--- src/rtl/nzr_bit_gen_pkg.sv ---
// Shared WS2812B line-coding definitions.
// Used by the NZR bit generator and the GRB sequencer.
package nzr_bit_gen_pkg;

    localparam int CLK_PER_BIT = 128;
    localparam int T0H         = 40;
    localparam int T1H         = 80;

    localparam logic [1:0] QM_ZERO  = 2'b00;
    localparam logic [1:0] QM_ONE   = 2'b01;
    localparam logic [1:0] QM_RESET = 2'b10;

    typedef enum logic {
        ST_IDLE = 1'b0,
        ST_RUN  = 1'b1
    } st_t;

    // 00/01 carry data; 10/11 both park the line
    function automatic logic is_data(input logic [1:0] m);
        return !m[1];
    endfunction

endpackage

--- src/rtl/nzr_bit_gen.sv ---
// WS2812B NZR serial encoder: one bit period per qmode sample,
// high time chosen by the latched mode, bdone in the last clock.
module nzr_bit_gen #(
    parameter int CLK_PER_BIT = nzr_bit_gen_pkg::CLK_PER_BIT,
    parameter int T0H         = nzr_bit_gen_pkg::T0H,
    parameter int T1H         = nzr_bit_gen_pkg::T1H,
    parameter int CNT_W       = 8
) (
    input  logic       clk,
    input  logic       reset,
    input  logic [1:0] qmode,
    input  logic       StartCoding,
    output logic       bdone,
    output logic       dout,
    output logic       busy
);
    import nzr_bit_gen_pkg::*;

    if (!(T0H > 0 && T0H < T1H && T1H < CLK_PER_BIT &&
          CLK_PER_BIT >= 4 && CLK_PER_BIT <= 255 &&
          (2 ** CNT_W) >= CLK_PER_BIT)) begin : g_bad_timing
        $error("nzr_bit_gen: illegal timing parameters");
    end

    localparam logic [CNT_W-1:0] LAST = CNT_W'(CLK_PER_BIT - 1);
    localparam logic [CNT_W-1:0] HI0  = CNT_W'(T0H);
    localparam logic [CNT_W-1:0] HI1  = CNT_W'(T1H);

    st_t              st, st_n;
    logic [CNT_W-1:0] cnt, cnt_n;
    logic [1:0]       mode_q, mode_n, mode_eff;
    logic             dout_n;

    always_ff @(posedge clk) begin
        if (reset) begin
            st     <= ST_IDLE;
            cnt    <= '0;
            mode_q <= QM_RESET;
            dout   <= 1'b0;
        end else begin
            st     <= st_n;
            cnt    <= cnt_n;
            mode_q <= mode_n;
            dout   <= dout_n;
        end
    end

    always_comb begin
        st_n     = st;
        cnt_n    = cnt;
        mode_n   = mode_q;
        dout_n   = 1'b0;
        mode_eff = (cnt == '0) ? qmode : mode_q;
        if (StartCoding) begin
            // restart aborts any bit in flight, even a RESET sample
            st_n  = ST_RUN;
            cnt_n = '0;
        end else if (st == ST_RUN) begin
            if (cnt == '0) begin
                mode_n = qmode;
            end
            if (cnt == '0 && !is_data(qmode)) begin
                st_n  = ST_IDLE;
                cnt_n = '0;
            end else begin
                dout_n = cnt < (mode_eff[0] ? HI1 : HI0);
                cnt_n  = (cnt == LAST) ? '0 : cnt + 1'b1;
            end
        end else begin
            cnt_n = '0;
        end
    end

    assign bdone = (st == ST_RUN) && (cnt == LAST) && is_data(mode_q);
    assign busy  = (st == ST_RUN);

endmodule

--- config.mk ---
export PLATFORM = sky130hd
export DESIGN_NAME = nzr_bit_gen
export DESIGN_NICKNAME = d
export VERILOG_FILES = /design/src/rtl/nzr_bit_gen_pkg.sv /design/src/rtl/nzr_bit_gen.sv
export SDC_FILE = /design/constraint.sdc
export NUM_CORES = 1
export LEC_CHECK = 0
export ABC_AREA = 1
export CAP_MARGIN = 10
export CORE_MARGIN = 1
export CORE_UTILIZATION = 46
export DETAILED_ROUTE_END_ITERATION = 12
export PLACE_DENSITY = 0.71
export SKIP_CTS_REPAIR_TIMING = 1
export SLEW_MARGIN = 20
export SYNTH_ARGS = -nofsm -noshare
export SYNTH_HDL_FRONTEND = slang
export SYNTH_SLANG_ARGS = --single-unit
--- constraint.sdc ---
create_clock -name clk -period 1.45 [get_ports clk]
set_clock_uncertainty 0.05 [all_clocks]
set_input_delay 0.2175 -clock clk [delete_from_list [all_inputs] [get_ports clk]]
set_output_delay 0.2175 -clock clk [all_outputs]
set_load 0.1 [all_outputs]
==> out/metrics.cfg <==
[outcome]
status = finished with violations
violations = setup timing

[power]
ir_drop_mv = 0.397
p_total_w = 0.000670
p_per_area_nw_per_um2 = 604

[synth]
ys.flop_type = dfxtp_1
async_flop_share_pct = 0
top_area_share_pct = 37.9
yosysTopAreaCell = dfxtp_1
ys_area_um2 = 634
synthesis.area_um2 = 634
mux_share_pct = 0
synthAoiAreaFrac_pct = 3.55
common_cells = 19 x nor2_1, 15 x inv_1, 13 x nand2_1, 12 x dfxtp_1
synthDistinctLibCells = 18
logic_family = simple AND/OR/NAND/NOR gates
ys.flops = 12
synth_cells = 85

[run]
drv_cap = 0
warning_count = 29

[final_layout]
nets = 131
diodes = 0
lay_top_cells = 21 x buf_4, 13 x inv_1, 11 x nor2_1
final_common_cell = buf_4
stdcell_count = 136

[floorplan]
die_w_um = 39.1
chipArea_um2 = 1530
io_pins = 8
fp-utilization_pct = 49.4

[timing]
timing.hold.ws_ns = 0.404
finalSetupViolCount = 13
period_used_pct = 142
hold_violations = 0
max_clock_freq_ghz = 0.485
finalCriticalPeriod_ns = 2.06
setup_slack_ns = -0.610

[worst_setup_path]
rrSetupSlack_ns = -0.50
reg2reg_from = cnt[1]$_SDFF_PP0_
arrival_ns = 1.79
rr_worst_depth = 14
worstPathRequired_ns = 1.18
startpoint = cnt[0]$_SDFF_PP0_
path_class = flip-flop to primary output
crit_fanout = 4

[detailed_routing]
firstDrtPassIters = 4
dr_wl_met3_um = 136
avgViaCountPerCell = 5.12
drc = 0
postRouteAntennaNets = 0
drt_iter0_markers = 28
wl_met2_um = 965
wl_met1_um = 815

[min_path]
hold_class = flip-flop to flip-flop
hold_end = cnt[0]$_SDFF_PP0_
hold_start = cnt[0]$_SDFF_PP0_

[placed_design]
place_area_um2 = 928
io_buffers = 7

[clock_tree]
cts_tree = yes
clkTransAtPathRegs_ns = 0.08
clockRootBuffer = clkbuf_4
cts_sinks = 12
clockBufferDepth = 2

[global_routing]
globalRouteMet2Util_pct = 37.5
use_met1_pct = 28.1
grt_pass1_vias = 528
grt_max_degree = 9
overflow = 0

==> layout make-up <==
class / instances / area [um2]
timing repair buffer: 32 / 303
sequential: 12 / 251
fill: 63 / 176
inverter: 15 / 58.8
clock buffer: 4 / 26.3
tap: 15 / 18.8
multi-input combinational: 58 / 450
==> report_power, final <==
part	internal, W	switching [W]
Combinational	0.0000486	0.0000560
Sequential	0.000331	0.00000601
Clock	0.000107	0.000121
==> flip-flops by register name, summed over array words and instances (netlist names) <==
signal,flops
busy,1
mode_q,2
cnt,8
dout,1
==> worst max-delay path: stages (launching register included) <==
cell and delay (ns):
dfxtp_4 0.38, ha_4 0.15, nand2_4 0.06, nor2_4 0.12, nand3_2 0.08, or3_4 0.35
nor3_4 0.15, buf_12 0.20
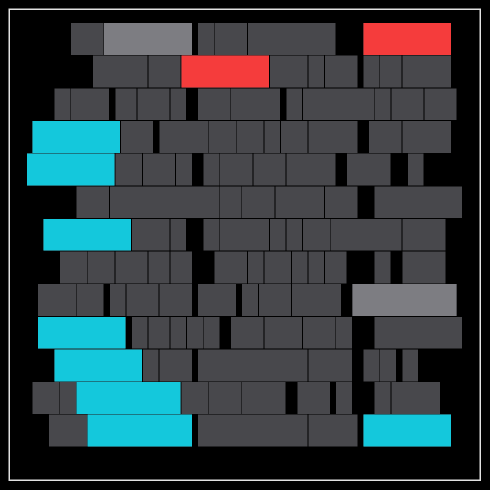
(sequential cells grouped by signal name)
Scale: 12 px per um. Other sequential cells in the stronger grey, the rest of the logic in the fainter grey.
Key: red = mode_q [flops 2]; cyan = cnt [flops 8]
Reg area: 251 um2
total sequential power: 0.000337 W
flop share of the area: 22.7%
post-layout util: 86.3%

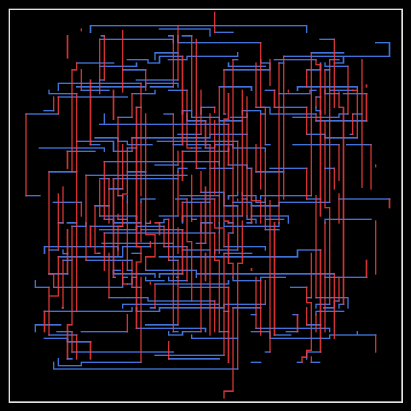
(wiring by layer)
Scale: 10 px per um. Only two layers are drawn.
Key: blue = M1 [wire length 816 um]; red = M2 [wire length 965 um]
post-DR wirelength/cell: 14.6 um
GRT Total Usage: 23.1%
DR vias: 696
Total Routed Length: 1.98 mm

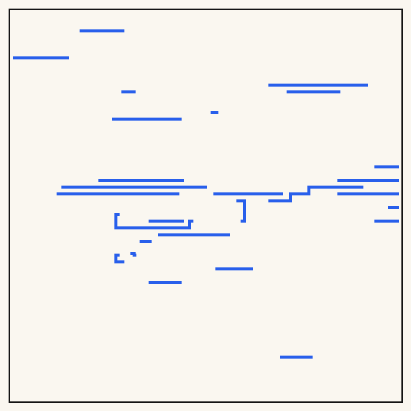
(metal 3)
Scale: 10 px per um.
The layer holds 6.9% of the routed length. The longest straight run is 14.3 um. 22 nets have wire on it. The wires run mostly horizontal.
M3 GR Usage: 5.78%

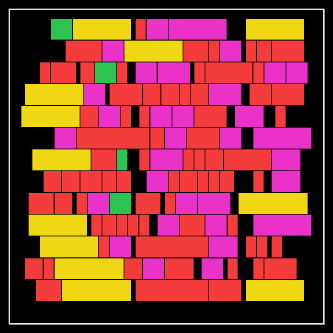
(placed cells, one colour a class)
Scale: 8 px per um.
Key: green = clock drivers and dummy loads [cells 4, share of their area 2.4%]; red = remaining logic cells [cells 73, share of their area 47%]; magenta = remaining buffers and delay cells [cells 32, share of their area 28%]; yellow = registers [cells 12, share of their area 23%]
Design Area, Final: 1110 um2
core area: 1280 um2

Power figures rest on the tool's default switching activity, not on a simulated workload.
